File: src/rtl/zero_flag_pipe_if.sv
// Handshake bundle between the EX stage and the zero/flag pipe.
// The master drives the ALU result and pipeline control; the slave returns the result and the flags.
interface zero_flag_pipe_if #(
  parameter int WIDTH = 64
);
  logic             in_valid;
  logic [WIDTH-1:0] in_data;
  logic             in_c;
  logic             in_v;
  logic             in_set;
  logic             stall;
  logic             flush;
  logic             res_valid;
  logic             zero;
  logic             negative;
  logic [3:0]       flags;

  modport master (
    output in_valid, in_data, in_c, in_v, in_set, stall, flush,
    input  res_valid, zero, negative, flags
  );

  modport slave (
    input  in_valid, in_data, in_c, in_v, in_set, stall, flush,
    output res_valid, zero, negative, flags
  );
endinterface

File: src/rtl/zero_flag_pipe.sv
// Two-stage zero/negative detector with an NZCV flag register at the EX/MEM boundary.
// S1 holds first-level NOR groups; S2 finishes the reduction and drives the registered flags.
module zero_flag_pipe #(
  parameter int WIDTH = 64,
  parameter int GROUP = 4
) (
  input  logic             clk,
  input  logic             reset,
  zero_flag_pipe_if.slave  bus
);

  localparam int NGRP = WIDTH / GROUP;

  if (((WIDTH % GROUP) != 0) || (GROUP < 2) || (GROUP > 8)) begin : g_bad_params
    $error("zero_flag_pipe: WIDTH must be a multiple of GROUP and GROUP must be in 2..8");
  end

  // First-level reduction: one bit per GROUP-wide slice, set when the slice is all zero.
  function automatic logic [NGRP-1:0] group_nor(input logic [WIDTH-1:0] data);
    logic [NGRP-1:0] grp;
    grp = '0;
    for (int k = 0; k < NGRP; k++) begin
      grp[k] = ~|data[k*GROUP +: GROUP];
    end
    return grp;
  endfunction

  logic            s1_valid_r;
  logic [NGRP-1:0] s1_nor_r;
  logic            s1_msb_r;
  logic            s1_c_r;
  logic            s1_v_r;
  logic            s1_set_r;
  logic            s2_valid_r;
  logic            s2_zero_r;
  logic            s2_neg_r;
  logic [3:0]      flags_r;

  logic            kill_s;
  logic            advance_s;
  logic            s1_zero_s;
  logic            flag_we_s;

  logic            s1_valid_s;
  logic [NGRP-1:0] s1_nor_s;
  logic            s1_msb_s;
  logic            s1_c_s;
  logic            s1_v_s;
  logic            s1_set_s;
  logic            s2_valid_s;
  logic            s2_zero_s;
  logic            s2_neg_s;
  logic [3:0]      flags_s;

  // Pipeline control: flush wins over stall, and neither lets the stages advance.
  always_comb begin
    kill_s    = 1'b0;
    advance_s = 1'b0;
    if (bus.flush) begin
      kill_s = 1'b1;
    end else if (!bus.stall) begin
      advance_s = 1'b1;
    end else begin
      advance_s = 1'b0;
    end
    s1_zero_s = &s1_nor_r;
    flag_we_s = advance_s & s1_valid_r & s1_set_r;
  end

  // Next-state for both stages and the flag register.
  always_comb begin
    s1_valid_s = s1_valid_r;
    s1_nor_s   = s1_nor_r;
    s1_msb_s   = s1_msb_r;
    s1_c_s     = s1_c_r;
    s1_v_s     = s1_v_r;
    s1_set_s   = s1_set_r;
    s2_valid_s = s2_valid_r;
    s2_zero_s  = s2_zero_r;
    s2_neg_s   = s2_neg_r;
    flags_s    = flags_r;

    if (kill_s) begin
      s1_valid_s = 1'b0;
      s2_valid_s = 1'b0;
    end else if (advance_s) begin
      s1_valid_s = bus.in_valid;
      s1_nor_s   = group_nor(bus.in_data);
      s1_msb_s   = bus.in_data[WIDTH-1];
      s1_c_s     = bus.in_c;
      s1_v_s     = bus.in_v;
      s1_set_s   = bus.in_set;
      s2_valid_s = s1_valid_r;
      s2_zero_s  = s1_zero_s;
      s2_neg_s   = s1_msb_r;
    end else begin
      s1_valid_s = s1_valid_r;
      s2_valid_s = s2_valid_r;
    end

    if (flag_we_s) begin
      flags_s = {s1_msb_r, s1_zero_s, s1_c_r, s1_v_r};
    end else begin
      flags_s = flags_r;
    end
  end

  // State registers; reset clears every valid bit, result and the flags immediately.
  always_ff @(posedge clk or posedge reset) begin
    if (reset) begin
      s1_valid_r <= 1'b0;
      s1_nor_r   <= '0;
      s1_msb_r   <= 1'b0;
      s1_c_r     <= 1'b0;
      s1_v_r     <= 1'b0;
      s1_set_r   <= 1'b0;
      s2_valid_r <= 1'b0;
      s2_zero_r  <= 1'b0;
      s2_neg_r   <= 1'b0;
      flags_r    <= 4'b0000;
    end else begin
      s1_valid_r <= s1_valid_s;
      s1_nor_r   <= s1_nor_s;
      s1_msb_r   <= s1_msb_s;
      s1_c_r     <= s1_c_s;
      s1_v_r     <= s1_v_s;
      s1_set_r   <= s1_set_s;
      s2_valid_r <= s2_valid_s;
      s2_zero_r  <= s2_zero_s;
      s2_neg_r   <= s2_neg_s;
      flags_r    <= flags_s;
    end
  end

  assign bus.res_valid = s2_valid_r;
  assign bus.zero      = s2_zero_r;
  assign bus.negative  = s2_neg_r;
  assign bus.flags     = flags_r;

endmodule

File: src/flat_wrapper.sv
// flat-port wrapper written by rule: the top's interface ports become plain ports
module zero_flag_pipe_flat 
#(
  parameter int WIDTH = 64,
  parameter int GROUP = 4
)
  (clk, reset, bus_in_valid, bus_in_data, bus_in_c, bus_in_v, bus_in_set, bus_stall, bus_flush, bus_res_valid, bus_zero, bus_negative, bus_flags);
  zero_flag_pipe_if #(.WIDTH(WIDTH)) bus_i ();
  input  logic clk;
  input  logic reset;
  input wire logic [$bits(bus_i.in_valid)-1:0] bus_in_valid;
  input wire logic [$bits(bus_i.in_data)-1:0] bus_in_data;
  input wire logic [$bits(bus_i.in_c)-1:0] bus_in_c;
  input wire logic [$bits(bus_i.in_v)-1:0] bus_in_v;
  input wire logic [$bits(bus_i.in_set)-1:0] bus_in_set;
  input wire logic [$bits(bus_i.stall)-1:0] bus_stall;
  input wire logic [$bits(bus_i.flush)-1:0] bus_flush;
  output wire logic [$bits(bus_i.res_valid)-1:0] bus_res_valid;
  output wire logic [$bits(bus_i.zero)-1:0] bus_zero;
  output wire logic [$bits(bus_i.negative)-1:0] bus_negative;
  output wire logic [$bits(bus_i.flags)-1:0] bus_flags;
  assign bus_i.in_valid = bus_in_valid;
  assign bus_i.in_data = bus_in_data;
  assign bus_i.in_c = bus_in_c;
  assign bus_i.in_v = bus_in_v;
  assign bus_i.in_set = bus_in_set;
  assign bus_i.stall = bus_stall;
  assign bus_i.flush = bus_flush;
  assign bus_res_valid = bus_i.res_valid;
  assign bus_zero = bus_i.zero;
  assign bus_negative = bus_i.negative;
  assign bus_flags = bus_i.flags;
  zero_flag_pipe #(.WIDTH(WIDTH), .GROUP(GROUP)) u_core (.clk(clk), .reset(reset), .bus(bus_i));
endmodule
File: config.mk
export PLATFORM = sky130hd
export DESIGN_NAME = zero_flag_pipe_flat
export DESIGN_NICKNAME = d
export VERILOG_FILES = /design/src/rtl/zero_flag_pipe_if.sv /design/src/rtl/zero_flag_pipe.sv /design/src/flat_wrapper.sv
export SDC_FILE = /design/constraint.sdc
export NUM_CORES = 1
export LEC_CHECK = 0
export CAP_MARGIN = 20
export CORE_ASPECT_RATIO = 0.9
export CORE_UTILIZATION = 38
export CTS_CLUSTER_DIAMETER = 60
export DETAILED_ROUTE_END_ITERATION = 16
export GPL_ROUTABILITY_DRIVEN = 1
export HOLD_SLACK_MARGIN = 0.08
export PLACE_DENSITY = 0.84
export SLEW_MARGIN = 30
export SYNTH_ARGS = -nofsm -noshare
export SYNTH_HDL_FRONTEND = slang
export SYNTH_SLANG_ARGS = --single-unit
File: constraint.sdc
create_clock -name clk -period 1.5 [get_ports clk]
set_input_delay 0.45 -clock clk [delete_from_list [all_inputs] [get_ports clk]]
set_output_delay 0.45 -clock clk [all_outputs]
set_load 0.03 [all_outputs]
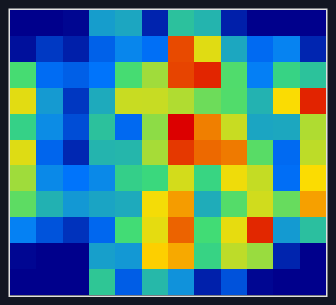
(run_1/route_heat.png)
The die is cut into 12 by 11 equal tiles; dark blue is low, red is high, scaled to the fullest tile. Values are wire area over tile area, all layers added.
emptiest ninth of the die	south-west
mean over tiles	0.15
nearly empty tiles	12%
fullest tile	0.36
tiles over half the peak	38%
densest ninth of the die	centre

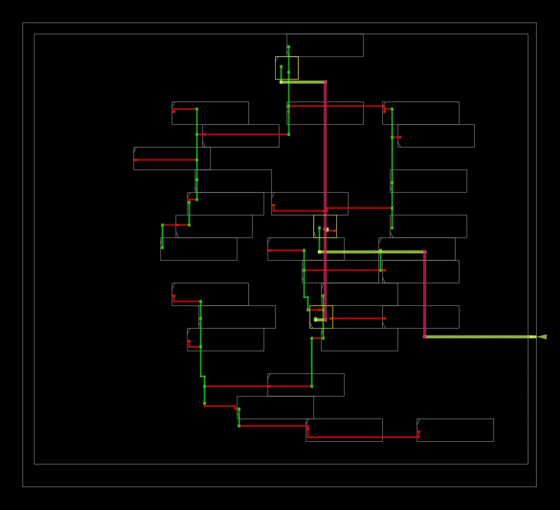
(run_1/clock_nets.png)
clk_skew: 0.003001 ns
Clock Buffer Count: 3
seq_cells: 28
CTS Sinks: 28
Clock net power: 298 uW

==> job_summary.md, run 1 <==
## PnR job results

| Metric | Value |
|---|---|
| Max-slew violations | 0 |
| XOR/XNOR share of the synthesized area | 0 |
| Non-clock buffers, area share | 0.3931 |
| Worst hold slack | between 0.4 and 0.5 ns |
| Die Footprint | about 0.0034 mm^2 |
| Cell count after synthesis | ~100 |
| R2R Setup Slk | around 0.36 ns |
| # Cells Yosys | 103 |
| Reg2Reg Launch Point | u_core.s1_nor_r[10]$_DFFE_PP0P_ |
| Number of antenna diodes | 0 |
| Antenna Nets Post-Route | 0 |
| TritonRoute pass-1 iters | 4 |
| Logic Gate Count | about 70 |
| Top cells by area | dfrtp_1 (57%), or4_1 (9.8%), mux2_4 (7.4%), nand2_1 (5.2%), mux2_2 (3.7%) |
| Start point of the critical path | bus_flush |
| Crit-path cells | clkdlybuf4s50_1, or2_4, nor2_4, mux2_2 |
| CTS tree | built |
| Count of plain and timing-repair buffers | about 83 |
| Final Worst Setup Slack | about 0.013 ns |
| Max Freq | between 600 and 700 MHz |
| I/O Pins | between 70 and 80 |
| Flops out of synthesis | 28 |
| Pleak | approximately 0.0009 uW |
| Slowest library cell on the worst path | clkdlybuf4s50_1 |
| Post-cts sizing count | 21 |
| Clock transition at path regs | around 0.13 ns |
| Critical Path End Type | flip-flop |
| Crit path depth | 4 |
| Worst rel slew slack | 0.7592 |
| Met2 Use GR | 0.3533 |
| CTS Hold Buffers Added | 0 |
| Synth warn | 0 |
| Most flops, register | u_core.s1_nor_r |
| Num rows | 19 |
| Clock network area share | 0.01087 |
| Die width | roughly 62 um |
| Sw frac | 0.2586 |
| Fill count | 231 |
| GRT Overall Usage | 0.2007 |
| WL final | approximately 3100 um |
| Pwr top | registers |
| H-Tree Depth | 1 |
| Synth top cells by count | dfrtp_1 (28), nand2_1 (17), or4_1 (16), o21ai_0 (8), o21ai_1 (8) |
| Worst-path fanout max | 4 |
| Inst Count DP | about 220 |
| Worst-Margin Slew | about 0.36 ns |
| Dominant comb cell | simple AND/OR/NAND/NOR gates |
| Synth Cell Area | 0.001220 mm^2 |
| DR top layer | met4 |
| M3 GR Usage | 0.03488 |
| Setup violators final | 0 |
| Met1 wire length | between 1000 and 1500 um |
| End point of the critical path | u_core.bus.flags[0]$_DFFE_PP0P_ |
| Worst Setup Start Kind | primary input |
| Share of cells above drive strength 1 | 0.1459 |
| Final hold vios | 0 |
| Worst path buffer plus inverter count | 1 |
| Clk pwr share | 0.185 |
| Final std cells w/o fill | between 200 and 250 |
| Post-CTS setup buffer count | 0 |
| Area delta synth->final | 69.85% |
| Placed Area | 0.002078 mm^2 |
| Yosys adder share | 0 |
| Max_cap viols | 0 |
| CTS Buf Count | 3 |
| PD cells | 776.9 mW/mm^2 |
| CP top delay family | simple AND/OR/NAND/NOR gates |
| NetSw | around 420 uW |
| Combinational Power | roughly 450 uW |
| Pwr Total | 1610 uW |
| Sequential-to-total area share from yosys stat | 0.5744 |
| Sequential cell area | 700.7 um^2 |
| GP Congestion | roughly 0.67 |
| RSZ-0062 raised after global routing | no |
| Power Internal | about 1200 uW |
| Met3 WL | approximately 240 um |
| DR WL/cell | 13.66 um |
| Flop share of the area | 0.3382 |
| Largest class | non-clock buffers |
| Non-clk invs | 1 |
| WL met2 | 1649 um |
| Vias per cell | 4.952 |
| Post-synth cell types | 16 |
| Initial antenna violation count | 0 |
| First-pass GRT wire length | a little over 5000 um |
| Post-synth ARST share | 1.000 |
| Syn Nets | 175 |
| Die Ht | 55.75 um |
| AO/OA Area Share | 0.06564 |
| Cell accounting for the most synthesized area | dfrtp_1 |
| FF-to-FF End | u_core.bus.zero$_DFFE_PP0P_ |
| Top FF cell, synth | dfrtp_1 |
| Avg Cell Area, Syn | between 10 and 15 um^2 |
| Logic area | ~480 um^2 |
| Status | finished clean |
| Clock root buffer | clkbuf_4 |
| Area share, top type | 0.5744 |
| Tool Warnings | 26 |
| Place WS | -0.3389 ns |
| Reg2reg path depth | 3 |
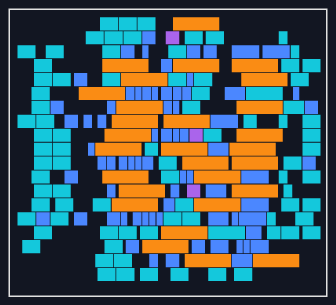
(run_1/class_map.png)
colour	class	cells	share of their area
orange	registers	28	35%
cyan	remaining buffers and delay cells	83	40%
blue	remaining logic cells	71	24%
purple	clock-net drivers	3	1.1%

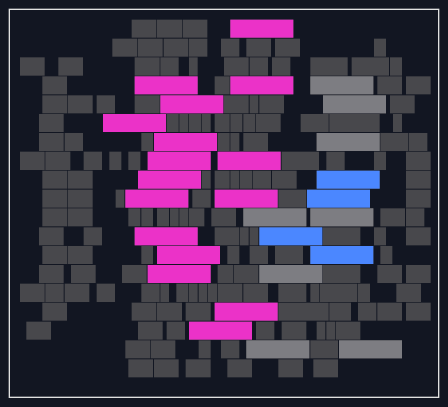
(run_1/ff_map.png)
Other sequential cells in the stronger grey, the rest of the logic in the fainter grey.
colour	signal	sequential cells
magenta	u_core.s1_nor_r	16
blue	u_core.bus.flags	4
not coloured	8

==> run 2, diff against run 1 <==
Settings changed: CAP_MARGIN 20 to default, GPL_TIMING_DRIVEN from default to 0.
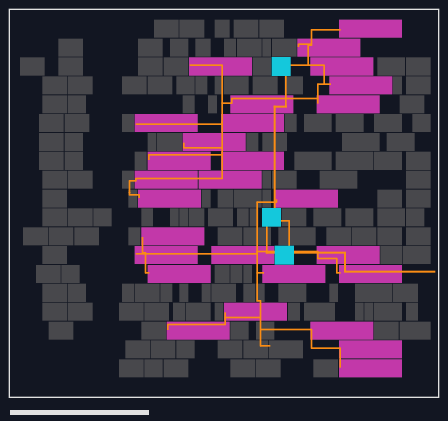
(run_2/clock_wires.png)
Scale bar: 20 um.
[orange] clock wires | length: 272 um
[magenta] flip-flops | count: 28
[cyan] clock-net drivers | count: 3
routed clock nets	4

==> job_summary.md, run 2 <==
## PnR job results

| Metric | Value |
|---|---|
| TritonRoute pass-1 iters | 4 |
| Sequential cell area | between 700 and 800 um^2 |
| Number of antenna diodes | 0 |
| Post-cts sizing count | 21 |
| Crit-path cells | clkdlybuf4s15_2 |
| Pwr top | registers |
| Avg Cell Area, Syn | between 10 and 15 um^2 |
| First-pass GRT wire length | between 4000 and 5000 um |
| Combinational fraction of design power | 0.270 |
| CTS Hold Buffers Added | 0 |
| Cell accounting for the most synthesized area | dfrtp_1 |
| Worst rel slew slack | 0.6211 |
| Met3 WL | between 200 and 250 um |
| Clock network area share | 0.01729 |
| Cell count after synthesis | between 100 and 150 |
| CTS Buf Count | 3 |
| Met1 wire length | around 1100 um |
| WL met2 | roughly 1600 um |
| Initial antenna violation count | 0 |
| M3 GR Usage | 0.02791 |
| Clk pwr share | 0.213 |
| Flops out of synthesis | 28 |
| Worst hold slack | approximately 0.35 ns |
| End point of the critical path | bus_flags[2] |
| Final hold vios | 0 |
| DR WL/cell | ~14 um |
| R2R Setup Slk | 0.25 ns |
| Syn Nets | about 180 |
| Max_cap viols | 0 |
| I/O Pins | a little under 80 |
| Crit path depth | 1 |
| Area delta synth->final | 72.00% |
| RSZ-0062 raised after global routing | no |
| Worst Setup Start Kind | flip-flop |
| Sw frac | 0.2508 |
| Clock Buffer Count | 4 |
| Seq_cells | 28 |
| Fill count | roughly 230 |
| Clock root buffer | clkbuf_4 |
| Tool Warnings | 26 |
| GP Congestion | 0.7603 |
| CP top delay family | flip-flops |
| Largest class | non-clock buffers |
| Synth top cells by count | dfrtp_1 (28), nand2_1 (17), or4_1 (16), o21ai_0 (8), o21ai_1 (8) |
| Post-synth cell types | 16 |
| CTS tree | built |
| Synth warn | 0 |
| Yosys adder share | 0 |
| Sequential-to-total area share from yosys stat | 0.5744 |
| H-Tree Depth | 1 |
| WL final | approximately 3100 um |
| Reg2Reg Launch Point | u_core.s1_nor_r[3]$_DFFE_PP0P_ |
| Non-clk invs | 1 |
| Most flops, register | u_core.s1_nor_r |
| NetSw | ~420 uW |
| Final Worst Setup Slack | 0.03484 ns |
| GRT Overall Usage | 0.1844 |
| Combinational Power | roughly 450 uW |
| CTS Sinks | 28 |
| Max-slew violations | 0 |
| Die Footprint | 0.003441 mm^2 |
| Antenna Nets Post-Route | 0 |
| Place WS | -0.3614 ns |
| Logic area | 478.0 um^2 |
| # Cells Yosys | 103 |
| Placed Area | 0.002053 mm^2 |
| Clk_skew | ~0.0026 ns |
| Inst Count DP | approximately 220 |
| Reg2reg path depth | 3 |
| Post-synth ARST share | 1.000 |
| And+or+nand+nor area frac | 0.1990 |
| Area share, top type | 0.5744 |
| Start point of the critical path | u_core.bus.flags[2]$_DFFE_PP0P_ |
| Slowest library cell on the worst path | dfrtp_1 |
| Status | finished clean |
| Worst-Margin Slew | between 0.5 and 0.6 ns |
| AO/OA Area Share | 0.06564 |
| DR top layer | met4 |
| PD cells | between 700 and 800 mW/mm^2 |
| Dominant comb cell | simple AND/OR/NAND/NOR gates |
| Count of plain and timing-repair buffers | between 80 and 90 |
| Clock transition at path regs | between 0.1 and 0.15 ns |
| Critical Path End Type | output port |
| Pwr Total | roughly 1700 uW |
| Synth Cell Area | approximately 0.0012 mm^2 |
| Met2 Use GR | 0.3395 |
| Hold crit path type | in -> reg |
| Top FF cell, synth | dfrtp_1 |
| Top cells by area | dfrtp_1 (57%), or4_1 (9.8%), mux2_4 (7.4%), nand2_1 (5.2%), mux2_2 (3.7%) |
| Share of cells above drive strength 1 | 0.1514 |
| Non-clock buffers, area share | 0.3942 |
| Clock net power | approximately 360 uW |
| Die Ht | between 50 and 60 um |
| Max Freq | around 680 MHz |
| Logic Gate Count | around 70 |
| Worst-path fanout max | 2 |
| Most frequent cells in the layout | clkdlybuf4s50_1 (69), dfrtp_1 (28), nand2_1 (17) |
| XOR/XNOR share of the synthesized area | 0 |
| Post-CTS setup buffer count | 0 |
| Power Internal | 1257 uW |
| Setup violators final | 0 |
| Vias per cell | a little under 5 |
| Seq pwr | 867 uW |
| Clock buffer depth | 2 |
| Pleak | between 0.0008 and 0.0009 uW |
| Final std cells w/o fill | between 200 and 250 |
| Die width | between 60 and 70 um |
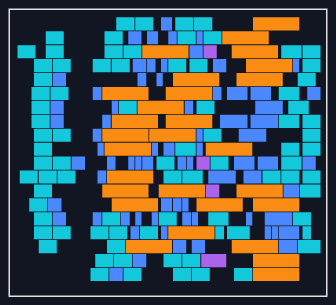
(run_2/class_map.png)
core area: 0.003067 mm^2
num rows: 19
final core utilization: 0.6842
Finished Cell Area: 0.002098 mm^2
flop share of the area: 0.3339

==> run 3, diff against run 2 <==
==> constraint.sdc (replaced) <==
create_clock -name clk -period 1.5 [get_ports clk]
set_input_delay 0.15 -clock clk [delete_from_list [all_inputs] [get_ports clk]]
set_output_delay 0.15 -clock clk [all_outputs]
set_load 0.03 [all_outputs]
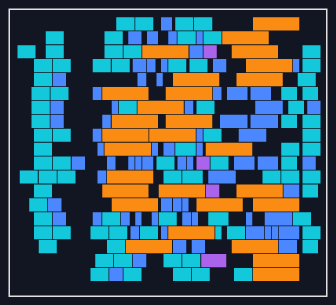
(run_3/class_map.png)
colour	class	cells	share of their area
orange	registers	28	35%
cyan	remaining buffers and delay cells	82	40%
blue	remaining logic cells	71	24%
purple	clock drivers and dummy loads	4	1.8%

==> job_summary.md, run 3 <==
## PnR job results

| Metric | Value |
|---|---|
| Final std cells w/o fill | between 200 and 250 |
| Tool Warnings | 26 |
| Seq pwr | just under 900 uW |
| Clock network area share | 0.01744 |
| Place WS | -0.06144 ns |
| Inst Count DP | about 220 |
| Clock Buffer Count | 4 |
| Start point of the critical path | u_core.bus.zero$_DFFE_PP0P_ |
| Post-synth cell types | 16 |
| Worst-path fanout max | 2 |
| Fill count | between 200 and 250 |
| AO/OA Area Share | 0.06564 |
| Max Freq | 799.5 MHz |
| Worst rel slew slack | 0.6214 |
| Hold crit path type | in -> async |
| I/O Pins | ~80 |
| Placed Area | about 0.0021 mm^2 |
| GRT Overall Usage | 0.1839 |
| Worst Setup Start Kind | flip-flop |
| And+or+nand+nor area frac | 0.1990 |
| Worst-Margin Slew | 0.5671 ns |
| Most frequent cells in the layout | clkdlybuf4s50_1 (71), dfrtp_1 (28), nand2_1 (17) |
| Clock buffer depth | 2 |
| Top FF cell, synth | dfrtp_1 |
| Worst path buffer plus inverter count | 1 |
| R2R Setup Slk | 0.25 ns |
| PD cells | ~800 mW/mm^2 |
| Reg2reg path depth | 3 |
| Syn Nets | 175 |
| Final hold vios | 0 |
| Sw frac | 0.2512 |
| Post-cts sizing count | 7 |
| Pwr top | registers |
| H-Tree Depth | 1 |
| Combinational Power | about 440 uW |
| Non-clock buffers, area share | 0.3891 |
| Pwr Total | about 1700 uW |
| Die Footprint | 0.003441 mm^2 |
| Setup violators final | 0 |
| First-pass GRT wire length | about 4700 um |
| Final Worst Setup Slack | between 0.2 and 0.25 ns |
| CTS Hold Buffers Added | 0 |
| Status | finished clean |
| Reg2Reg Launch Point | u_core.s1_nor_r[3]$_DFFE_PP0P_ |
| Met1 wire length | roughly 1200 um |
| Avg Cell Area, Syn | around 12 um^2 |
| Final core utilization | 0.6785 |
| XOR/XNOR share of the synthesized area | 0 |
| Logic area | ~480 um^2 |
| End point of the critical path | bus_zero |
| Crit-path cells | dlygate4sd2_1 |
| Sequential-to-total area share from yosys stat | 0.5744 |
| Flop share of the area | 0.3367 |
| Num rows | 19 |
| Met3 WL | 247 um |
| Seq_cells | 28 |
| Crit path depth | 1 |
| Max_cap viols | 0 |
| Sequential cell area | 700.7 um^2 |
| DR WL/cell | between 10 and 15 um |
| GP Congestion | 0.7603 |
| Cell count after synthesis | 103 |
| Logic Gate Count | approximately 70 |
| Die width | 61.73 um |
| CTS Sinks | 28 |
| Critical Path End Type | output port |
| Clock transition at path regs | 0.14 ns |
| Cell accounting for the most synthesized area | dfrtp_1 |
| Flops out of synthesis | 28 |
| Top cells by area | dfrtp_1 (57%), or4_1 (9.8%), mux2_4 (7.4%), nand2_1 (5.2%), mux2_2 (3.7%) |
| Core area | 0.003067 mm^2 |
| DR top layer | met4 |
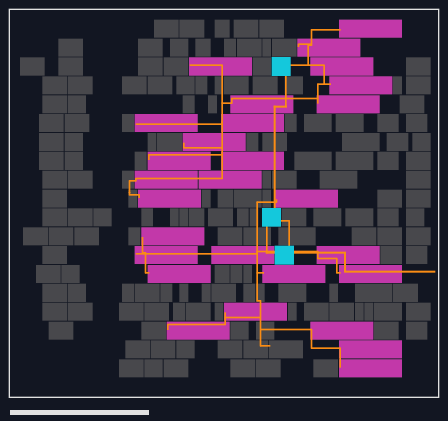
(run_3/clock_wires.png)
Scale bar: 20 um.
clk_skew: 0.002841 ns
Clk pwr share: 0.215
Latency at later pin: 0.32 ns
Clock net power: 357 uW

Power figures rest on the tool's default switching activity, not on a simulated workload.
